**config.mk**
```make
export PLATFORM = sky130hd
export DESIGN_NAME = id_ex_stage_reg
export DESIGN_NICKNAME = d
export VERILOG_FILES = /design/src/rtl/id_ex_stage_reg.sv
export SDC_FILE = /design/constraint.sdc
export NUM_CORES = 1
export LEC_CHECK = 0
export CAP_MARGIN = 20
export CORE_AREA = 2 2 188 190
export CTS_CLUSTER_DIAMETER = 80
export DETAILED_ROUTE_END_ITERATION = 8
export DIE_AREA = 0 0 190 192
export GPL_ROUTABILITY_DRIVEN = 0
export HOLD_SLACK_MARGIN = 0.12
export SLEW_MARGIN = 20
export SYNTH_ARGS = -nofsm -noshare
export SYNTH_HDL_FRONTEND = slang
export SYNTH_SLANG_ARGS = --single-unit
```
**constraint.sdc**
```tcl
create_clock -name clk -period 3.8 [get_ports clk]
set_input_delay 0.38 -clock clk [delete_from_list [all_inputs] [get_ports clk]]
set_output_delay 0.38 -clock clk [all_outputs]
set_load 0.01 [all_outputs]
```
**src/rtl/id_ex_stage_reg.sv**
```systemverilog
// ID/EX pipeline register with load-use hazard detection.
//
// Captures decoded operands, register specifiers and control bits from ID and
// presents them to EX. When a load sitting in EX writes a register read by the
// instruction in ID, ID is stalled and LOAD_USE_BUBBLES bubbles are inserted.
// A branch flush kills the ID->EX transfer. A memory stall freezes the whole
// register.
//
// Optional feature macro: ID_EX_STATS_EN adds saturating 32-bit bubble and
// flush counters. When it is undefined, both statistics outputs are tied to 0.
//
// Ports:
//   clk, reset                      clock; synchronous active-low reset
//   inValidId                       ID holds a real instruction
//   inRegisterRs/Rt/RdId            ID register specifiers
//   inRegWriteId, inMemReadId       ID control bits
//   inDataAId, inDataBId, inImmId   ID operands
//   inFlush                         branch taken in EX; load a bubble
//   inStallMem                      memory stall; hold everything
//   outStallId                      hold PC and IF/ID (combinational)
//   outValidEx ... outImmEx         registered EX-stage fields
//   outBubbleCount, outFlushCount   statistics
module id_ex_stage_reg #(
  parameter int unsigned BUS_DATA_WIDTH   = 64,
  parameter int unsigned REG_ADDR_WIDTH   = 5,
  parameter int unsigned LOAD_USE_BUBBLES = 1
) (
  input  logic                      clk,
  input  logic                      reset,
  input  logic                      inValidId,
  input  logic [REG_ADDR_WIDTH-1:0] inRegisterRsId,
  input  logic [REG_ADDR_WIDTH-1:0] inRegisterRtId,
  input  logic [REG_ADDR_WIDTH-1:0] inRegisterRdId,
  input  logic                      inRegWriteId,
  input  logic                      inMemReadId,
  input  logic [BUS_DATA_WIDTH-1:0] inDataAId,
  input  logic [BUS_DATA_WIDTH-1:0] inDataBId,
  input  logic [BUS_DATA_WIDTH-1:0] inImmId,
  input  logic                      inFlush,
  input  logic                      inStallMem,
  output logic                      outStallId,
  output logic                      outValidEx,
  output logic [REG_ADDR_WIDTH-1:0] outRegisterRsEx,
  output logic [REG_ADDR_WIDTH-1:0] outRegisterRtEx,
  output logic [REG_ADDR_WIDTH-1:0] outRegisterRdEx,
  output logic                      outRegWriteEx,
  output logic                      outMemReadEx,
  output logic [BUS_DATA_WIDTH-1:0] outDataAEx,
  output logic [BUS_DATA_WIDTH-1:0] outDataBEx,
  output logic [BUS_DATA_WIDTH-1:0] outImmEx,
  output logic [31:0]               outBubbleCount,
  output logic [31:0]               outFlushCount
);

  typedef enum logic [0:0] {StRun, StStall} state_e;

  localparam logic [1:0] CntInit = 2'(LOAD_USE_BUBBLES - 1);

  state_e                    state_q, state_d;
  logic [1:0]                cnt_q, cnt_d;
  logic                      valid_q, valid_d;
  logic [REG_ADDR_WIDTH-1:0] rs_q, rs_d, rt_q, rt_d, rd_q, rd_d;
  logic                      reg_write_q, reg_write_d;
  logic                      mem_read_q, mem_read_d;
  logic [BUS_DATA_WIDTH-1:0] data_a_q, data_a_d, data_b_q, data_b_d, imm_q, imm_d;

  logic hazard;
  logic bubble_ins;  // a load-use bubble enters EX on this edge

  assign hazard = valid_q & mem_read_q & (rd_q != '0) & inValidId &
                  ((rd_q == inRegisterRsId) | (rd_q == inRegisterRtId));

  // State register
  always_ff @(posedge clk) begin
    if (!reset) begin
      state_q     <= StRun;
      cnt_q       <= '0;
      valid_q     <= 1'b0;
      rs_q        <= '0;
      rt_q        <= '0;
      rd_q        <= '0;
      reg_write_q <= 1'b0;
      mem_read_q  <= 1'b0;
      data_a_q    <= '0;
      data_b_q    <= '0;
      imm_q       <= '0;
    end else begin
      state_q     <= state_d;
      cnt_q       <= cnt_d;
      valid_q     <= valid_d;
      rs_q        <= rs_d;
      rt_q        <= rt_d;
      rd_q        <= rd_d;
      reg_write_q <= reg_write_d;
      mem_read_q  <= mem_read_d;
      data_a_q    <= data_a_d;
      data_b_q    <= data_b_d;
      imm_q       <= imm_d;
    end
  end

  // Next-state logic
  always_comb begin
    state_d     = state_q;
    cnt_d       = cnt_q;
    valid_d     = valid_q;
    rs_d        = rs_q;
    rt_d        = rt_q;
    rd_d        = rd_q;
    reg_write_d = reg_write_q;
    mem_read_d  = mem_read_q;
    data_a_d    = data_a_q;
    data_b_d    = data_b_q;
    imm_d       = imm_q;
    bubble_ins  = 1'b0;

    if (inFlush || inStallMem || state_q == StStall || hazard) begin
      // Bubble: control and specifiers cleared, operands left as don't-care.
      if (!inStallMem || inFlush) begin
        valid_d     = 1'b0;
        reg_write_d = 1'b0;
        mem_read_d  = 1'b0;
        rs_d        = '0;
        rt_d        = '0;
        rd_d        = '0;
      end
      if (inFlush) begin
        state_d = StRun;
        cnt_d   = '0;
      end else if (inStallMem) begin
        // Freeze: the defaults already hold every register.
      end else if (state_q == StStall) begin
        bubble_ins = 1'b1;
        cnt_d      = cnt_q - 2'd1;
        state_d    = (cnt_q == 2'd1) ? StRun : StStall;
      end else begin
        bubble_ins = 1'b1;
        cnt_d      = CntInit;
        state_d    = (LOAD_USE_BUBBLES > 1) ? StStall : StRun;
      end
    end else begin
      valid_d     = inValidId;
      rs_d        = inRegisterRsId;
      rt_d        = inRegisterRtId;
      rd_d        = inRegisterRdId;
      reg_write_d = inRegWriteId;
      mem_read_d  = inMemReadId;
      data_a_d    = inDataAId;
      data_b_d    = inDataBId;
      imm_d       = inImmId;
    end
  end

  // Output logic
  always_comb begin
    outStallId = 1'b0;
    if (inFlush) begin
      outStallId = 1'b0;
    end else if (inStallMem) begin
      outStallId = 1'b1;
    end else begin
      outStallId = (state_q == StStall) | hazard;
    end
  end

  assign outValidEx      = valid_q;
  assign outRegisterRsEx = rs_q;
  assign outRegisterRtEx = rt_q;
  assign outRegisterRdEx = rd_q;
  assign outRegWriteEx   = reg_write_q;
  assign outMemReadEx    = mem_read_q;
  assign outDataAEx      = data_a_q;
  assign outDataBEx      = data_b_q;
  assign outImmEx        = imm_q;

`ifdef ID_EX_STATS_EN
  logic [31:0] bubble_cnt_q, flush_cnt_q;

  // A flush wins over a memory stall, so a flush cycle is counted even then.
  always_ff @(posedge clk) begin
    if (!reset) begin
      bubble_cnt_q <= '0;
      flush_cnt_q  <= '0;
    end else begin
      if (bubble_ins && bubble_cnt_q != '1) bubble_cnt_q <= bubble_cnt_q + 32'd1;
      if (inFlush && flush_cnt_q != '1)     flush_cnt_q  <= flush_cnt_q + 32'd1;
    end
  end

  assign outBubbleCount = bubble_cnt_q;
  assign outFlushCount  = flush_cnt_q;
`else
  logic unused_bubble_ins;
  assign unused_bubble_ins = bubble_ins;
  assign outBubbleCount    = '0;
  assign outFlushCount     = '0;
`endif

endmodule

```
==> run_1/met1.png <==
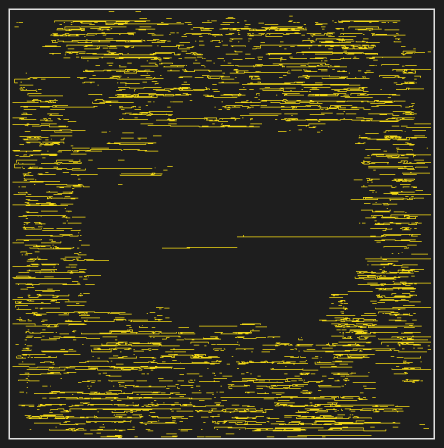
The wires run mostly horizontal. The layer carries 11300 µm of wire. The layer holds 41% of the routed length.
GR Util met1: 16.9%
Vias: 7585
routed wire length: 27400 µm

==> run_1/registers.png <==
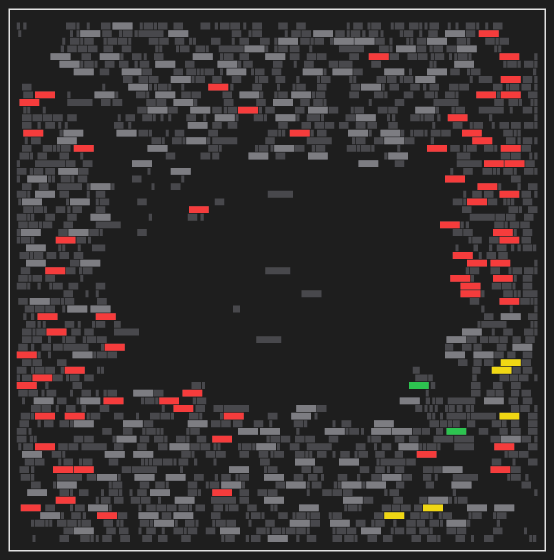
Red marks `outDataBEx`, sequential cells 64, where spread over the die. Yellow marks `outRegisterRsEx`, sequential cells 5, where south-east. Green marks `cnt_q`, sequential cells 2.
Another 142 sequential cells are not coloured.

==> run_1/port_nets.png <==
The bar under the picture is 50 µm long.
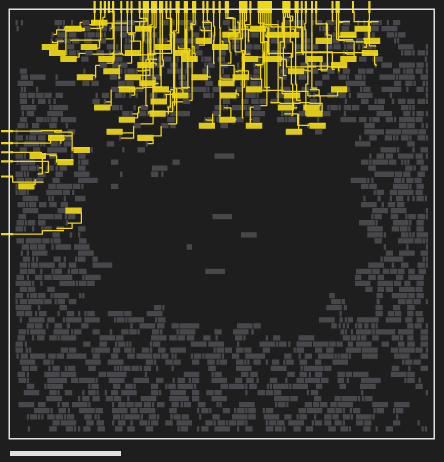
Yellow marks `outImmEx`, bits 64, direction output, edge 58 north, 6 west, end cells 64, buffers 64, wire 2660 µm.
IO buf count: 424
boundary pin count: 489

==> CHANGELOG.md, run 1 <==
### Implementation results

- Hold Buf Count CTS: 0
- CTS root buffer: clkbuf_16
- Total combinational power: 871 µW
- Top post-synthesis cells by count: nand2_1, dfxtp_1, mux2i_1
- Clk sinks: 213
- Post-Synth Adder-Cell Area: 0.139%
- Grt total ovfl: 0
- Tool warnings: 32
- Top Family by Delay on Critical Path: buffers and inverters
- Utilization after layout: 41.1%
- Worst-path fanout max: 6
- Largest area contributor in the netlist: dfxtp_1
- Hold Crit Endpoint: outDataBEx[17]
- Top cells excl fill/tap: clkdlybuf4s50_1, nand2_1, dfxtp_1
- DR iter-0 viols: 281
- Core ar.: 34300 µm²
- Yosys warnings: 0
- Total CTS buffers: 27
- N_taps: 455
- Critical path's slowest cell: clkdlybuf4s50_1
- Endpoints failing setup: 0
- Clock share of power: 42.5%
- Detail Route met2 WL: 13500 µm
- Placement Cell Area: 13300 µm²
- Flops after synth: 213
- Nonclk inv count: 3
- Fp_density: 26.2%
- Area fraction in mux cells: 21.4%
- Leading cell kind: non-clock buffers
- Signal buffers share of area: 30.7%
- Number of enable flip-flop cells: 0
- Max Fclk: 352 MHz
- R2R depth: 5
- Post-layout total power: 5700 µW
- Slew headroom: 31.7%
- Initial antenna violation count: 0
- Gr usage total: 14.0%
- Critical path data arrival time: 2.46 ns
- Vias in the first global route: 7459
- Net Sw Power: 1390 µW
- Post-layout period usage of the worst path: 74.7%
- Mean number of vias per cell: 4.11
- Syn avg cell area: 9.15 µm²
- WP data required: 3.42 ns
- Sequential power share: 42.2%
- R2R Path Start: outRegisterRdEx[4]
- Chip width: 190 µm
- Worst path max stage delay: 0.58 ns
- Sw Ratio: 24.4%
- Yosys aoi share: 2.96%
- Most numerous logic cell after layout: clkdlybuf4s50_1
- Grt met3 use: 3.91%
- Final WS setup: 0.961 ns
- # Cells Yosys: 983
- XOR Share, Synth: 0.973%
- Combinational Area: 4080 µm²
- Worst Hold Path Cells: 3
- Crit start category: flip-flop
- VDD IR max: 0.262 mV
- Final #Nets: 1589
- Routed length on met1: 11300 µm
- CP startpoint: outRegisterRdEx[1]
- CTS tree: done
- Residual DRC: 0
- #MultiIn Comb: 699
- Setup crit end kind: output port
- Ant. Diodes: 0
- Post-CTS Setup Bufs: 0
- Top Consumer: the clock network
- Comb power frac: 15.3%
- Die Y: 192 µm
- Placed cells: 1800
- Placement Setup Slack: 1.09 ns
- Clock tree buffer depth: 3
- # rows: 68
- Final Critical Period: 2.84 ns
- Hold WC Path Type: primary input to flip-flop
- Hpwl dp: 19400 µm
- Outcome: complete, no violations
- Top cell type's share of synthesized area: 47.4%
- CP endpoint: outStallId
- Buffers and inverters on the worst path: 1
- Synth logic family: multiplexers
- Max_cap viols: 0
- Combinational share of cell area: 29.0%
## Run 2: what changed since run 1
Settings changed: CORE_AREA 2 2 188 190 to 2 2 192 194, DIE_AREA 0 0 190 192 to 0 0 194 196.
Clock period 3.8 ns to 2.6 ns, I/O delays scaled along.
==> run_2/port_nets.png <==
The bar under the picture is 50 µm long.
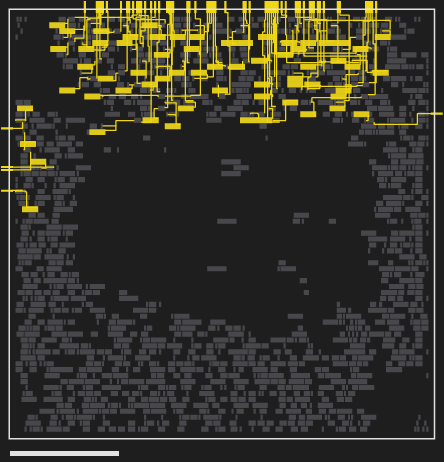
Yellow marks `outImmEx`, bits 64, direction output, edge 59 north, 4 west, 1 east, end cells 64, buffers 64, wire 2500 µm.

==> CHANGELOG.md, run 2 <==
### Implementation results

- Outcome: complete, no violations
- Core ar.: 36100 µm²
- Max Fclk: 448 MHz
- Sequential power share: 40.6%
- Critical path data arrival time: 2.71 ns
- Hold WC Path Type: primary input to flip-flop
- Top Consumer: the clock network
- Net Sw Power: 2090 µW
- Placement Setup Slack: 0.0511 ns
- Total combinational power: 1310 µW
- Buffers and inverters on the worst path: 1
- Worst-Margin Slew: 1.08 ns
- Clk sinks: 213
- Top post-synthesis cells by count: nand2_1, dfxtp_1, mux2i_1
- Critical path's slowest cell: a2111oi_4
- VDD IR max: 0.464 mV
- Crit start category: flip-flop
- # Cells Yosys: 983
- Grt total ovfl: 0
- Combinational Area: 4110 µm²
- R2R depth: 5
- Routed wire length: 28000 µm
- Vias in the first global route: 7580
- Number of enable flip-flop cells: 0
- Post-Synth Adder-Cell Area: 0.139%
- Utilization after layout: 40.1%
- IO buf count: 424
- CP startpoint: outRegisterRdEx[4]
- Final #Nets: 1606
- Vias: 7690
- Combinational share of cell area: 28.4%
- CP endpoint: outRegisterRtEx[3]
- Most numerous logic cell after layout: clkdlybuf4s50_1
- Setup crit end kind: flip-flop
- Flops after synth: 213
- CTS tree: done
- Hold Crit Endpoint: outDataBEx[57]
- Boundary pin count: 489
- WP data required: 3.08 ns
- Placement Cell Area: 13500 µm²
- GR Util met1: 16.2%
- Top cell type's share of synthesized area: 47.4%
- Largest area contributor in the netlist: dfxtp_1
- Final Critical Period: 2.23 ns
- Chip width: 194 µm
- Cell Chain, Critical Path: nor3_1, a21oi_2, buf_4, a2111oi_4, a22o_1
- Leading cell kind: non-clock buffers
- # rows: 70
- Final WS setup: 0.368 ns
- Clock share of power: 44.2%
- Mean number of vias per cell: 4.09
- CLK BUF: 42
- N_taps: 468
- Initial antenna violation count: 1
- #MultiIn Comb: 699
- Area fraction in mux cells: 21.4%
- XOR Share, Synth: 0.973%
- Placed cells: 1828
- Post-CTS Setup Bufs: 1
- Routed length on met1: 11200 µm
- R2R Path Start: outRegisterRdEx[4]
- Power per standard cell area: 598 nW/µm²
- Residual DRC: 0
- Worst Hold Path Cells: 3
- Post-layout period usage of the worst path: 85.9%
- Worst-path fanout max: 18
- DR iter-0 viols: 236
- Clock tree buffer depth: 3
- Post-layout total power: 8650 µW
- P_seq: 3520 µW
- Max_cap viols: 0
- Slew headroom: 27.9%
- Top cells excl fill/tap: clkdlybuf4s50_1, nand2_1, dfxtp_1
- Ant. Diodes: 0
- Sw Ratio: 24.2%
- Tool warnings: 30
- Nonclk inv count: 3
- Comb power frac: 15.2%
- Detail Route met2 WL: 14000 µm
- Flop share of the area: 29.5%
- Total CTS buffers: 26
- Yosys simple share: 17.1%
- Yosys aoi share: 2.96%
- Synth logic family: multiplexers
- Hpwl dp: 20700 µm
- Worst path max stage delay: 0.98 ns
- YS chip area: 9000 µm²
- CTS root buffer: clkbuf_16
==> run_2/final_congestion.png <==
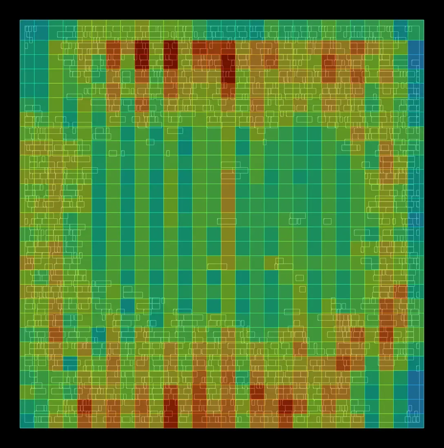
grt met3 use: 4.06%
wire per inst: 14.9 µm
met2 Use GR: 24.4%
GRT busiest layer: met2
gr usage total: 13.9%

## Run 3: what changed since run 2
--- a/constraint.sdc
+++ b/constraint.sdc
@@ -3,2 +3,2 @@
 set_output_delay 0.26 -clock clk [all_outputs]
-set_load 0.01 [all_outputs]
+set_load 0.02 [all_outputs]
==> run_3/clock_map.png <==
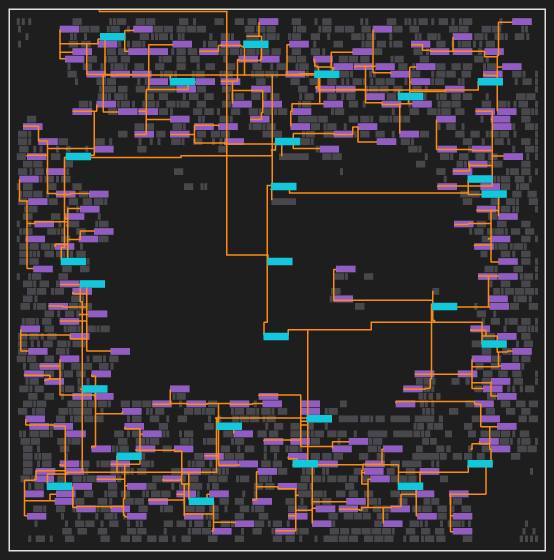
Purple marks flip-flops, count 213. Orange marks clock wires, length 3310 µm. Cyan marks cells driving clock nets, count 26.
There are 27 routed clock nets.

==> CHANGELOG.md, run 3 <==
### Implementation results

- Outcome: complete, no violations
- Power per standard cell area: 605 nW/µm²
- P_seq: 3510 µW
- Vias in the first global route: 7545
- Clock tree buffer depth: 3
- Total CTS buffers: 26
- CTS tree: done
- GRT busiest layer: met2
- Top cell type's share of synthesized area: 47.4%
- Yosys warnings: 0
- Net Sw Power: 2260 µW
- Final #Nets: 1609
- Area fraction in mux cells: 21.4%
- Chip width: 194 µm
- Mean number of vias per cell: 4.08
- VDD IR max: 0.453 mV
- Post-layout period usage of the worst path: 92.5%
- Combinational Area: 4080 µm²
- Critical path's slowest cell: dfxtp_1
- Die Y: 196 µm
- DR iter-0 viols: 237
- Tool warnings: 30
- Sw Ratio: 25.9%
- Top cells excl fill/tap: clkdlybuf4s50_1, nand2_1, dfxtp_1
- Most numerous logic cell after layout: clkdlybuf4s50_1
- Placement Cell Area: 13500 µm²
- Total combinational power: 1470 µW
- Flops after synth: 213
- Hold WC Path Type: primary input to flip-flop
- Placed cells: 1834
- R2R Path Start: outRegisterRdEx[3]
- N_taps: 468
- CLK BUF: 35
- IO buf count: 424
- Slew headroom: 27.9%
- Boundary pin count: 489
- Ant. Diodes: 0
- CP endpoint: outStallId
==> run_3/final_congestion.png <==
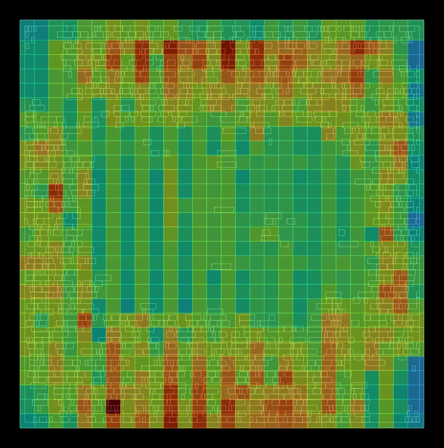
grt met3 use: 4.33%
GR Util met1: 16.1%

Power figures rest on the tool's default switching activity, not on a simulated workload.
